==> images/io_fan.png <==
Drawn at 3 px/um.
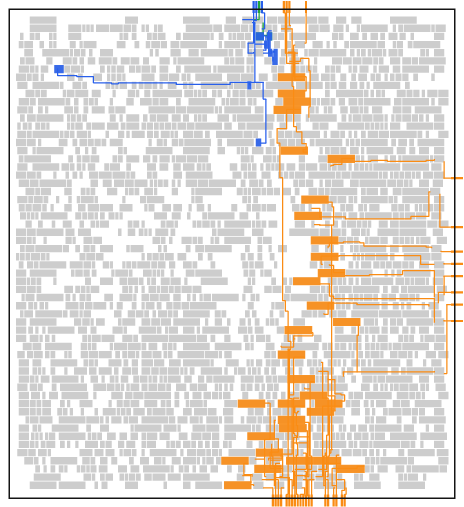
==> images/congestion.png <==
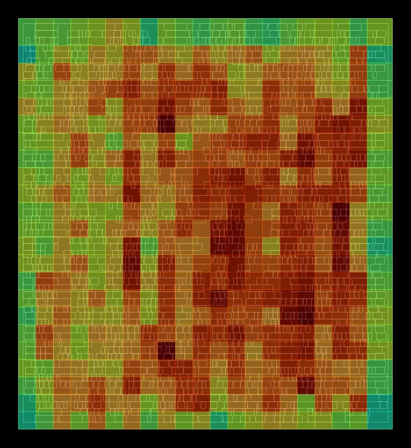
==> images/layer_met2.png <==
Drawn at 1.5 px/um.
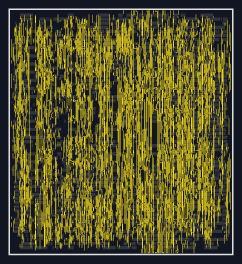
==> images/detail.png <==
Window x 54 to 94, y 94 to 134 um. Cells in gray, sequential cells in the stronger gray; small squares are vias.
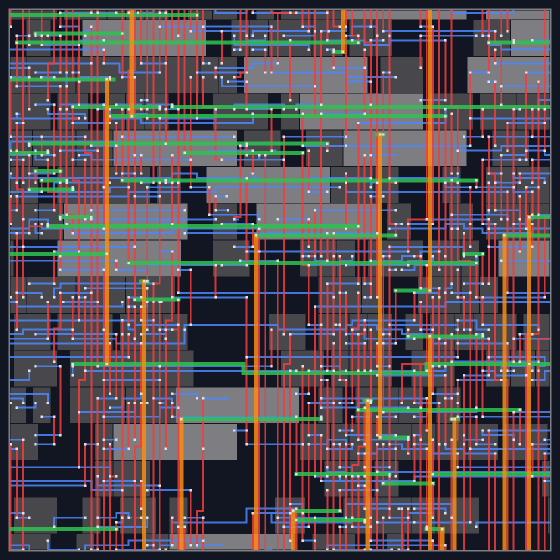
==> images/logic_types.png <==
Drawn at 3 px/um.
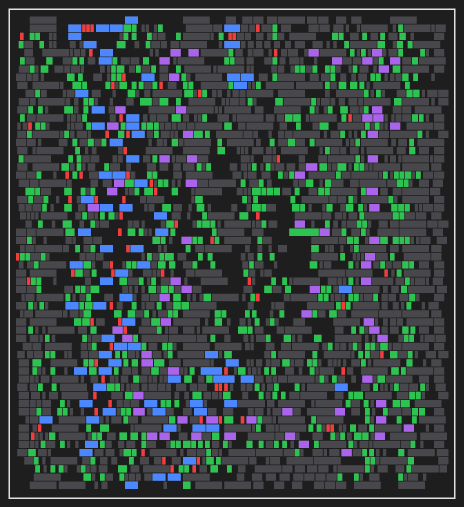
==> config.mk <==
export PLATFORM = sky130hd
export DESIGN_NAME = mdu_iter
export DESIGN_NICKNAME = d
export VERILOG_FILES = /design/src/rtl/mdu_iter.sv
export SDC_FILE = /design/constraint.sdc
export NUM_CORES = 1
export LEC_CHECK = 0
export CORE_ASPECT_RATIO = 1.1
export CORE_MARGIN = 1.5
export CORE_UTILIZATION = 64
export CTS_CLUSTER_SIZE = 16
export DETAILED_ROUTE_END_ITERATION = 8
export HOLD_SLACK_MARGIN = 0.1
export PLACE_DENSITY = 0.86
export SYNTH_ARGS = -nofsm -noshare
export SYNTH_HDL_FRONTEND = slang
export SYNTH_SLANG_ARGS = --single-unit
==> constraint.sdc <==
create_clock -name clk -period 10.5 [get_ports clk]
set_input_delay 1.05 -clock clk [delete_from_list [all_inputs] [get_ports clk]]
set_output_delay 1.05 -clock clk [all_outputs]
set_load 0.01 [all_outputs]
==> reports/qor.yml <==
status:
  status: "completed"
setup_path:
  crit_chain: "inv_1 -> ha_1 -> fa_1 -> nor2b_1 -> o31ai_1 -> a2111oi_1 -> nor2_1 -> o21bai_1 -> a21boi_2 -> xnor2_4 -> buf_4 -> mux2_2 -> a221o_1"
  worstPathArrival_ps: 4870
  cp_max_fo: 31
  worst-path-buf-inv: 2
  r2r_setup_slack_ps: 5940
  end_kind: "flip-flop"
  crit_path_top_delay_cell: "dfrtp_1"
  ff2ff_path_depth: 13
  worst-setup-path-type: "reg2reg"
  worst-path-stages: 13
  worstSetupStartpointType: "flip-flop"
  critical-path-max-stage-delay_ps: 560
  critPathTopFamily: "AND-OR/OR-AND gates"
  crit_required_ps: 10820
sta:
  period_needed_ps: 4560
  tns_ps: 0
  final-setup-viol-count: 0
  tightest_slew_ps: 1070
  finalMaxSlewViolations: 0
  max_freq_mhz: 219
  worst_slew_margin_rel: 0.282
  setup_slack_ps: 5940
  skew_ps: 17.4
  hold_viol: 0
  post-route-period-util: 0.434
  hold_ws_ps: 480
  rsz0062_at_grt: "false"
yosys:
  avgSynthCellArea_sq_um: 7.81
  area_leaders: "dfrtp_1 29%, o21ai_0 7.9%, nand2_1 6.8%, xnor2_1 6.6%, ha_1 6.2%"
  synthAdderAreaFrac: 0.0644
  logic_family: "AND-OR/OR-AND gates"
  flop_cell: "dfrtp_1"
  ys_chip_area_sq_um: 14800
  synthCells: 1896
  top_area_cell: "dfrtp_1"
  ys_types: 80
  top_area_frac: 0.294
  yosysWarningCount: 0
  simple_gate_share: 0.194
  xor_share: 0.102
  synthAoiAreaFrac: 0.249
  synth_seq_share: 0.294
  edf_count: 0
  ys.flops: 174
  mux_share: 0.0482
  synth_area_sq_um: 14800
  ys_cells: 1896
  synthesis.nets: 2042
  synthArstFlopShare: 1.00
finish:
  final_nets: 2103
  mostFrequentLayoutCells: "267 x nand2_1, 234 x o21ai_0, 173 x dfrtp_1"
  regArea_sq_um: 4360
  comb_area_sq_um: 9780
  final_common_cell: "nand2_1"
  n_fill_cell: 1785
  areaGrowthSynthToFinish_pct: 13.9
  design_area_sq_um: 16900
  antenna_cells: 0
  drive_above_1_share: 0.0442
  fin_util: 0.740
global_routing:
  grt_pass1_wl_mm: 72.3
  grt_overflow_total: 0
  antenna_found_initial: 0
  grt_pass1_vias: 13900
  grt_start_max_net_pins: 84
  grt_use_total: 0.380
floorplanning:
  chipArea_sq_um: 24000
  die_y_um: 162
  fp_util: 0.649
  rows: 58
  fp.coreArea_sq_um: 22800
  die_w_um: 148
clocking:
  clock_latency_ps: 440
  cts_setup_buffers: 0
  cts_max_level: 4
  cts.repair.resized: 0
  clk_pin_slew_ps: 80
  hold_buffers: 0
  cts_tree: "yes"
  cts_buffers: 17
  clockBufferDepth: 2
  cts.sinks: 174
  cts_root_buffer: "clkbuf_16"
worst_hold_path:
  hp-class: "reg2reg"
  hold_depth: 1
placed_design:
  gp_congestion: 0.999
  post-place-ws_ps: 5920
  placed_area_sq_um: 16300
  dp.cells: 2238
  hpwlAfterDp_mm: 33.6
power_and_ir_drop:
  power_uw: 4970
  p_leak_uw: 0.00718
  p_per_area_nw_per_um2: 295
  vdd_drop_max_mv: 0.133
route:
  ant_nets: 0
  routedWlPerCell_um: 19.9
  dr.pass1.iters: 7
  vias_per_cell: 6.47
  post-route-drc-count: 0
  drt-initial-drc-count: 1434
run:
  drv_cap: 0
  warnings: 28
Notes on io_fan.png above:
op: in blue, bits 3, direction input, edge north, end cells 9, wire 184 um. hi: in orange, bits 32, direction output, edge 20 south, 8 east, 4 north, end cells 32, wire 1,510 um. start: in green, bits 1, direction input, edge north, end cells 2, wire 11.5 um.
port bufs: 137
io pins: 138

Notes on congestion.png above:
GRT Max-Usage Layer: met2
grt met3 use: 0.0485

Notes on layer_met2.png above:
The layer carries 22.3 mm of wire. The wires run mostly vertical. The layer holds 49% of the routed length. The longest straight run is 72.4 um.
Total Wirelength: 45.2 mm
overall via count from detail_route: 14,700
routing usage on met2: 0.652

Notes on detail.png above:
metal 4: in orange. metal 1: in blue. metal 3: in green. metal 2: in red.
Most frequent: nand2_1 (20), nor2_1 (12), dfrtp_1 (12). 129 logic cells have their middle in the window. Sequential cells in the window: 12.

Notes on logic_types.png above:
mux cells: in purple, cells 70. inv cells: in red, cells 72. aoi and oai cells: in green, cells 547, where widely spread. fa/ha/maj cells: in blue, cells 75.
fin cells: 2,270
logic share of the area: 0.580

cell usage after synthesis, drive strengths merged (4+ instances only):
library cell  instances
a21boi                7
a22o                 13
nand4                10
a31o                  4
nor3b                 6
nor2                109
nor3                 55
xor2                 59
o21ai               241
a21oi               143
or4                   4
o21a                  9
and2                  9
dfrtp               174
clkbuf               94
or2                   6
or3                  22
a31oi                16
nand2               271
nor2b                17
o21bai                7
nand3                35
o22ai                35
o211ai               15
and3                 14
mux2i                60
a211oi               30
ha                   73
nor4b                 4
buf                  16
nor4                 16
mux2                 10
nand3b                7
a41oi                 4
xnor2               113
inv                  71
a21o                 25
o41ai                 9
o31ai                19
nand2b               20
worst register-to-register path, stage by stage, from the launching register on:
cell and delay (ps):
dfrtp_1 560, inv_1 150, ha_1 250, fa_1 400, nor2b_1 170, o31ai_1 110
a2111oi_1 540, nor2_1 180, o21bai_1 360, a21boi_2 190, xnor2_4 390, buf_4 450
mux2_2 390, a221o_1 310
kinds of logic (layout without fill, tap and decap cells):
logic type	after synthesis	after routing
xor+xnor	172	172
mux	70	70
flops	174	174
compound gates	612	612
fa+ha+maj	75	75
simple gates	611	611
buf+inv	182	256
layout make-up:
cell class,count,area share
multi-input cells,1540,0.580
flip-flops and latches,174,0.258
repair buffers,152,0.0881
clock buffers,18,0.0261
well taps,300,0.0223
inverters,72,0.0160
clock inverters,14,0.00891
report_power, final:
group	internal (uW)	total [uW]	switching (uW)
registers	943	1350	403
clock network	324	639	315
logic	1300	2980	1680
routing by layer:
layer / routed length [um] / track usage / share of wire / vias to the layer above
met2: 22300 / 0.652 / 0.49 / 689
met3: 3030 / 0.0485 / 0.067 / 140
met5: 0 / 0 / 0 / -
met4: 2180 / 0.194 / 0.048 / 0
li1: - / - / - / 6933
met1: 17700 / 0.470 / 0.39 / 6915
